### Clock network drawn from the DEF

Scale bar: 50 um.
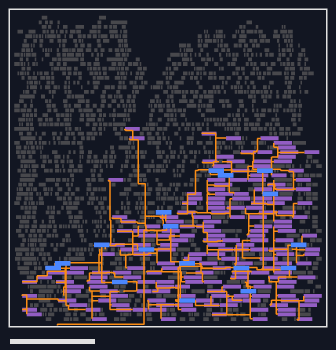
### Placed cells, one color a class

Scale bar: 50 um.
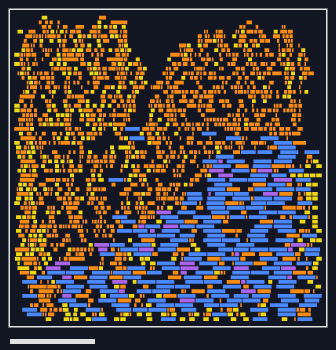
`config.mk`:
```
export PLATFORM = sky130hd
export DESIGN_NAME = ternary_fetch_unit
export DESIGN_NICKNAME = d
export VERILOG_FILES = /design/src/rtl/ternary_fetch_unit.sv
export SDC_FILE = /design/constraint.sdc
export NUM_CORES = 1
export LEC_CHECK = 0
export CORE_MARGIN = 2
export CORE_UTILIZATION = 45
export CTS_BUF_LIST = sky130_fd_sc_hd__clkbuf_16
export DETAILED_ROUTE_END_ITERATION = 12
export PLACE_DENSITY_LB_ADDON = 0.1
export SYNTH_ARGS = -nofsm -noshare
export SYNTH_HDL_FRONTEND = slang
export SYNTH_SLANG_ARGS = --single-unit
```
`constraint.sdc`:
```
create_clock -name clk -period 8.43 [get_ports clk]
set_clock_uncertainty 0.1 [all_clocks]
set_input_delay 1.2645 -clock clk [delete_from_list [all_inputs] [get_ports clk]]
set_output_delay 1.2645 -clock clk [all_outputs]
set_load 0.05 [all_outputs]
```
`src/rtl/ternary_fetch_unit.sv`:
```
// Instruction fetch stage: balanced-ternary PC, combinational imem read address,
// prefetch FIFO toward decode with valid/ready and flush-and-redirect.
package ternary_pkg;
    typedef logic [1:0] trit_t;
    localparam trit_t T_ZERO    = 2'b00;
    localparam trit_t T_POS_ONE = 2'b01;
    localparam trit_t T_NEG_ONE = 2'b10;
    typedef trit_t [7:0] trit8_t;
    typedef trit_t [8:0] trit9_t;
    localparam trit9_t TRIT9_ZERO = '0;
endpackage

module ternary_fetch_unit
    import ternary_pkg::*;
#(
    parameter int IMEM_DEPTH = 243,
    parameter int FIFO_DEPTH = 4,
    parameter int RESET_PC   = 0
) (
    input  logic                          clk,
    input  logic                          rst_n,
    input  logic                          fetch_en,
    output trit_t [7:0]                   imem_addr,
    input  trit_t [8:0]                   imem_data,
    input  logic                          redirect_valid,
    input  trit_t [7:0]                   redirect_pc,
    output logic                          instr_valid,
    input  logic                          instr_ready,
    output trit_t [8:0]                   instr_data,
    output trit_t [7:0]                   instr_pc,
    output logic [$clog2(FIFO_DEPTH):0]   fifo_count
);
    localparam int PTR_W = $clog2(FIFO_DEPTH);
    localparam int CNT_W = PTR_W + 1;

    // Invalid trit codes contribute nothing, i.e. they read as zero.
    function automatic int bt_to_int(input trit8_t t);
        int acc;
        int w;
        acc = 0;
        w   = 1;
        for (int i = 0; i < 8; i++) begin
            if (t[i] == T_POS_ONE) acc = acc + w;
            else if (t[i] == T_NEG_ONE) acc = acc - w;
            w = w * 3;
        end
        return acc;
    endfunction

    function automatic trit8_t int_to_bt(input int v);
        trit8_t t;
        int     x;
        int     r;
        x = v;
        for (int i = 0; i < 8; i++) begin
            r = x % 3;
            if (r < 0) r = r + 3;
            if (r == 0) begin
                t[i] = T_ZERO;
                x    = x / 3;
            end else if (r == 1) begin
                t[i] = T_POS_ONE;
                x    = (x - 1) / 3;
            end else begin
                t[i] = T_NEG_ONE;
                x    = (x + 1) / 3;
            end
        end
        return t;
    endfunction

    function automatic trit8_t bt_inc(input trit8_t t);
        trit8_t o;
        logic   carry;
        o     = t;
        carry = 1'b1;
        for (int i = 0; i < 8; i++) begin
            if (carry) begin
                if (t[i] == T_POS_ONE) begin
                    o[i] = T_NEG_ONE;
                end else begin
                    o[i]  = (t[i] == T_NEG_ONE) ? T_ZERO : T_POS_ONE;
                    carry = 1'b0;
                end
            end
        end
        return o;
    endfunction

    function automatic trit8_t bt_clean(input trit8_t t);
        trit8_t o;
        for (int i = 0; i < 8; i++)
            o[i] = (t[i] == T_POS_ONE || t[i] == T_NEG_ONE) ? t[i] : T_ZERO;
        return o;
    endfunction

    localparam trit8_t RESET_PC_BT = int_to_bt(RESET_PC);

    trit8_t             pc_reg, pc_next;
    logic [PTR_W-1:0]   rd_ptr_reg, rd_ptr_next;
    logic [PTR_W-1:0]   wr_ptr_reg, wr_ptr_next;
    logic [CNT_W-1:0]   count_reg, count_next;
    trit9_t             head_data_reg, head_data_next;
    trit8_t             head_pc_reg, head_pc_next;
    trit9_t             data_mem [FIFO_DEPTH];
    trit8_t             pc_mem   [FIFO_DEPTH];
    logic               pop, push, full;
    int                 redirect_int;

    always_comb begin
        pop            = (count_reg != '0) && instr_ready;
        full           = (count_reg == CNT_W'(FIFO_DEPTH));
        push           = fetch_en && !redirect_valid && (!full || pop);
        redirect_int   = bt_to_int(redirect_pc);
        pc_next        = pc_reg;
        rd_ptr_next    = rd_ptr_reg;
        wr_ptr_next    = wr_ptr_reg;
        count_next     = count_reg;
        head_data_next = head_data_reg;
        head_pc_next   = head_pc_reg;
        if (redirect_valid) begin
            rd_ptr_next = '0;
            wr_ptr_next = '0;
            count_next  = '0;
            pc_next     = (redirect_int >= 0 && redirect_int < IMEM_DEPTH) ?
                          bt_clean(redirect_pc) : '0;
        end else begin
            if (pop) rd_ptr_next = rd_ptr_reg + 1'b1;
            if (push) begin
                wr_ptr_next = wr_ptr_reg + 1'b1;
                pc_next     = (bt_to_int(pc_reg) == IMEM_DEPTH - 1) ? '0 : bt_inc(pc_reg);
            end
            count_next = count_reg + CNT_W'(push) - CNT_W'(pop);
            // Head tracks the oldest surviving entry; a push into an
            // otherwise-empty FIFO bypasses storage so latency stays one cycle.
            if (count_reg > CNT_W'(pop)) begin
                head_data_next = data_mem[rd_ptr_next];
                head_pc_next   = pc_mem[rd_ptr_next];
            end else if (push) begin
                head_data_next = imem_data;
                head_pc_next   = pc_reg;
            end
        end
    end

    always_ff @(posedge clk or negedge rst_n) begin
        if (!rst_n) begin
            pc_reg        <= RESET_PC_BT;
            rd_ptr_reg    <= '0;
            wr_ptr_reg    <= '0;
            count_reg     <= '0;
            head_data_reg <= TRIT9_ZERO;
            head_pc_reg   <= '0;
        end else begin
            pc_reg        <= pc_next;
            rd_ptr_reg    <= rd_ptr_next;
            wr_ptr_reg    <= wr_ptr_next;
            count_reg     <= count_next;
            head_data_reg <= head_data_next;
            head_pc_reg   <= head_pc_next;
        end
    end

    always_ff @(posedge clk) begin
        if (push) begin
            data_mem[wr_ptr_reg] <= imem_data;
            pc_mem[wr_ptr_reg]   <= pc_reg;
        end
    end

    assign imem_addr   = pc_reg;
    assign instr_valid = (count_reg != '0);
    assign instr_data  = head_data_reg;
    assign instr_pc    = head_pc_reg;
    assign fifo_count  = count_reg;
endmodule

```
==> run summary <==
Results of the flow run.

The run finished, with violations left. The final reports fail on negative setup slack. The post-route netlist has between 20% and 30% of its cells at a drive strength greater than 1.

For this run, the detailed router reports a per-instance via density of between 5 and 6. Counting every sink on the clock net gives just under 200. Per the timing report, the most critical flop-to-flop path originates at imem_addr[1].

In this run the post-CTS setup repair buffer count came out at 14. Per the post-synthesis report, the nets total around 1600. Detailed placement ended at an HPWL of 29200 um. The buffer_ports step reported a buffer count of 92. The number of placed I/O pins stands at a little over 90.

Across all setup checks in the final design, the least slack found is -0.266 ns. The area fraction in mux cells stands at 9.14%. Together, buffers and inverters on the worst path number 6. The count of endpoints failing setup in the final report stands at 13. The area added between synthesis and finish stands at 26.9%.

The number of flip-flops under the largest register name stands at a little over 70. The number of maximum-capacitance constraint violations stands at 0. The worst setup path is captured at a flop. The synthesis warning total stands at 0. The registers of the reported paths see a clock transition of 0.08 ns.

The floorplan has ~66 rows. At the floorplan stage, the core utilization is reported as between 40% and 50%. The initial antenna violation count stands at 0. Summing the areas of all xor and xnor instances in the mapped netlist gives ~5.4% of the synthesized area. In this run, the synthesized area fraction spent on and/or/nand/nor cells is recorded as approximately 17%. Looking at area per cell type in the netlist, the leader is edfxtp_1.

Setup repair after global routing could not meet its margin everywhere. TritonCTS built the clock tree. The cell total in the yosys stat output stands at about 1500. The detail-routed net length per standard cell stands at about 17 um.

met1 track demand over resource after global routing is approximately a third. The hold buffer count at CTS stands at 0. The worst setup path is launched from an input pin. The number of standard cells in the final layout excluding fillers stands at between 2000 and 2500.

The chip area stands at between 0.03 and 0.04 mm^2. Once iteration 0 of detailed routing completed, the report listed between 800 and 900 DRC markers.
Back to the opening pictures, 'Clock network drawn from the DEF':
Purple stands for flip-flops, count 193. Blue stands for cells driving clock nets, count 17. Orange stands for clock wires, length 2110 um.
There are 18 routed clock nets.
share of total power in the clock network: 11.4%
insertion delay of the later-clocked pin in the worst-skew pair: 0.44 ns
Power Clock: 834 uW

Back to the opening pictures, 'Placed cells, one color a class':
Orange stands for all other logic, cells 1265, share of their area 51%. Purple stands for clock drivers and dummy loads, cells 32, share of their area 3.4%. Yellow stands for other buffers and delay cells, cells 330, share of their area 15%. Blue stands for flip-flops, cells 193, share of their area 30%.

==> cell usage after synthesis, drive strengths merged, types with 34 or more instances <==
library cell and instances:
a21oi 103, clkbuf 45, dfrtp 57, edfxtp 136, ha 58, inv 72
mux2i 53, mux4 34, nand2 95, nand3 48, nor2 125, o21ai 87
xnor2 51
==> power by group <==
part	leakage, nW	switching (mW)	internal, mW	total, mW
clock	0.308	0.381	0.454	0.834
combinational	5.16	2.89	2.33	5.22
sequential	1.93	0.0939	1.18	1.27
==> worst min-delay path by stage <==
stage / cells past startpoint / startpoint / slack (ns) / endpoint
finish: 2 / instr_data[0] / 0.43 / instr_data[0]
detailed placement: 2 / instr_pc[13] / 0.42 / instr_pc[13]
global route: 2 / instr_data[6] / 0.44 / instr_data[6]
floorplan: 2 / wr_ptr_reg[0] / 0.41 / wr_ptr_reg[0]
CTS: 2 / instr_data[0] / 0.44 / instr_data[0]
global placement: 2 / instr_data[4] / 0.41 / instr_data[4]
==> per-stage QoR <==
| step | TNS, ns | setup WS [ns] | total power [mW] |
|---|---|---|---|
| floorplan | -2.78 | -0.300 | 4.75 |
| finish | -1.51 | -0.266 | 7.32 |
| detailed placement | -16.53 | -1.41 | 6.38 |
| global placement | -14.80 | -1.24 | 6.30 |
| global route | -7.10 | -0.658 | 7.91 |
| CTS | -1.07 | -0.220 | 7.28 |
==> final cells by class <==
cell class                      count  area [um^2]
Inverter                           74          290
Clock buffer                       17          425
Tap cell                          442          553
Timing Repair Buffer              330         2730
Clock inverter                     15          199
Multi-Input combinational cell   1191         9080
Fill cell                        2850        13700
Sequential cell                   193         5510
==> metal layers <==
metal	vias up	routed length (um)	share of wire, %
met5	-	0	0
met4	0	453	1.2
met3	28	1260	3.2
met2	233	19000	49
met1	6347	18200	47
li1	6395	-	-
Power figures rest on the tool's default switching activity, not on a simulated workload.
